**Signal wires on met1**

The bar under the picture is 20 um long. Supply wires on this layer in grey.
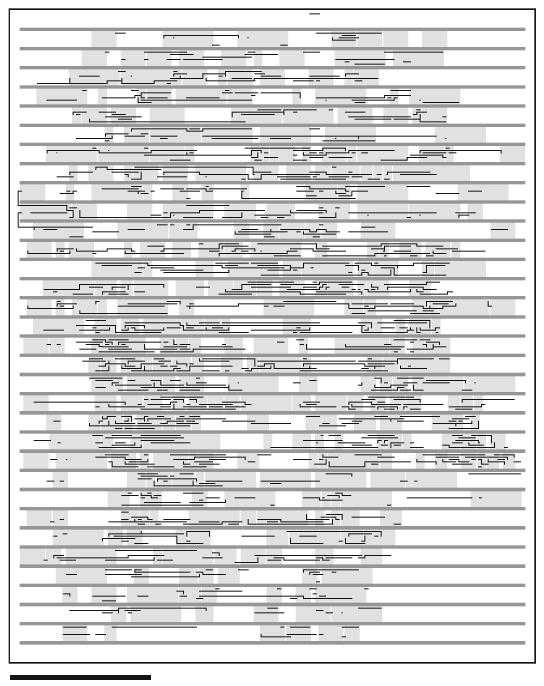
**Routed metal, one colour a layer**

Only two layers are drawn.
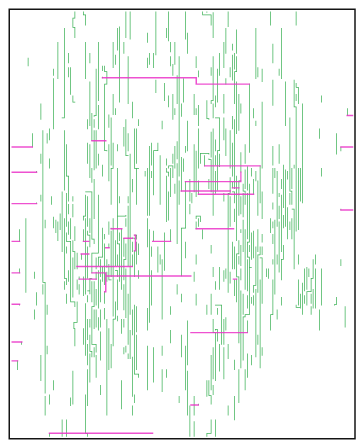
==> config.mk <==
export PLATFORM = sky130hd
export DESIGN_NAME = seven_segment_decoder
export DESIGN_NICKNAME = d
export VERILOG_FILES = /design/src/rtl/seven_segment_decoder.sv
export SDC_FILE = /design/constraint.sdc
export NUM_CORES = 1
export LEC_CHECK = 0
export CORE_ASPECT_RATIO = 1.25
export CORE_UTILIZATION = 46
export CTS_CLUSTER_DIAMETER = 50
export DETAILED_ROUTE_END_ITERATION = 10
export GPL_ROUTABILITY_DRIVEN = 0
export PLACE_DENSITY = 0.69
export REMOVE_ABC_BUFFERS = 1
export SYNTH_ARGS = -nofsm -noshare
export SYNTH_HDL_FRONTEND = slang
export SYNTH_SLANG_ARGS = --single-unit
==> constraint.sdc <==
create_clock -name clk -period 2.77 [get_ports clk]
set_clock_uncertainty 0.05 [all_clocks]
set_input_delay 0.6925 -clock clk [delete_from_list [all_inputs] [get_ports clk]]
set_output_delay 0.6925 -clock clk [all_outputs]
set_load 0.02 [all_outputs]
==> results_dict.tcl <==
# flow metrics
set metrics [dict create \
    worstHoldPathCells 1 \
    path_delay_family "adder cells" \
    adder_share 0.0149 \
    area_leaders "dfxtp_1 44%, mux2i_1 8.0%, nor2b_1 4.8%" \
    cp_num_cells 10 \
    top_cell_area_share 0.438 \
    clock_latency_ns 0.34 \
    reg2reg_slack_ns 0.15 \
    top_cells_by_count "66 x dfxtp_1, 31 x nor2_1, 24 x mux2i_1" \
    cpPeakStageDelay_ns 0.54 \
    cts_tree "done" \
    setup_tns_ns 0 \
    post-route-drc-count 0 \
    cts_resized 0 \
    via_per_inst 5.46 \
    die_w_um 74.4 \
    ys_sh_aoi 0.129 \
    grt_setup_unrepaired "no" \
    cts-root-buf "clkbuf_8" \
    layout_top_cells "66 x dfxtp_1, 31 x nor2_1, 29 x clkdlybuf4s50_1" \
    internal_power_uw 1570 \
    grt_first_pass_wirelength_um 10400 \
    final_common_cell "dfxtp_1" \
    power_uw 2070 \
    ys.flops 66 \
    comb_power_share 0.083 \
    relSlewSlack 0.554 \
    crit_required_ns 2.95 \
    tightest_slew_ns 0.668 \
    drive_gt1_frac 0.109 \
    slew_violations 0 \
    xor_share 0.0344 \
    htreeDepth 3 \
    grt_pass1_vias 2207 \
    postSynthAreaPerCell_sq_um 9.48 \
    dp_hpwl_um 4220 \
    synthTopLogicFamily "simple AND/OR/NAND/NOR gates" \
    fp.dieH_um 92.5 \
    grt_max_degree 32 \
    edf_count 0 \
    dpl_cell_area_sq_um 3430 \
    hold_slack_ns 0.391 \
    mux_share 0.0946 \
    layout.cells.non_filler 443 \
    clk_pin_slew_ns 0.07 \
    synth_warnings 0 \
    synthArstFlopShare 0 \
    path_class "reg2reg" \
    finalSetupViolCount 0 \
    drtIter0Drc 101 \
    utilization 0.585 \
    cts_setup_buffers 0 \
    powerDensity_nw_per_um2 565 \
    seq_power_share 0.478 \
    hold_viol 0 \
    power.group.top "registers" \
    fin_crit_sh 0.947 \
    cts_buffer_depth 2 \
    fp_util 0.483 \
    r2r_cells 10 \
    yosys.area_share.simple 0.241 \
    gr-usage-met3 0.0522 \
    coreArea_sq_um 6250 \
    status "finished, final reports clean" \
    dr.pass1.iters 4 \
    grt.met2_usage 0.297 \
    top_area_cell "dfxtp_1" \
    io_buffers 30 \
    warnings 25 \
    min_period_ns 2.62 \
    overflow 0 \
    die_area_sq_um 6880 \
    num_io_pins 31 \
    antenna-diode-count 0 \
    dpl_worst_slack_ns 0.149 \
    clkPwrFrac 0.439 \
    p_seq_uw 988 \
    p_leak_uw 0.00135 \
    area_growth_pct 21.2 \
    slowest_stage "fa_1" \
    cts.sinks 66 \
    rows 32 \
]
## Picture notes: 'signal wires on met1'
The layer holds 48% of the routed length. The layer carries 2960 um of wire.
vias post-DR: 2419
grt met1 use: 0.260
drt total wl: 6140 um

## Picture notes: 'routed metal, one colour a layer'
Green is metal 2, wire length 2860 um. Magenta is metal 3, wire length 217 um.
drt wl/cell: 13.9 um
GRT Total Usage: 0.198

[metal layers]
| metal | share of wire | vias to the layer above |
|---|---|---|
| li1 | - | 1209 |
| met1 | 0.48 | 1151 |
| met2 | 0.47 | 48 |
| met3 | 0.035 | 11 |
| met4 | 0.017 | 0 |
| met5 | 0 | - |
[worst reg2reg max path, cell delays in order, from the launching register on]
cell and delay [ns]:
dfxtp_1 0.33, inv_1 0.07, fa_1 0.54, inv_1 0.04, ha_1 0.17, ha_1 0.27
nor3b_1 0.19, buf_4 0.17, and2_1 0.17, o211ai_2 0.15, mux2_1 0.36
[area by class of cell]
class | count | area, sq um
clock inverters | 6 | 90.1
multi-input cells | 217 | 1550
repair buffers | 42 | 385
fillers | 575 | 2590
flip-flops and latches | 66 | 1320
inverters | 17 | 63.8
clock buffers | 10 | 138
well taps | 85 | 106
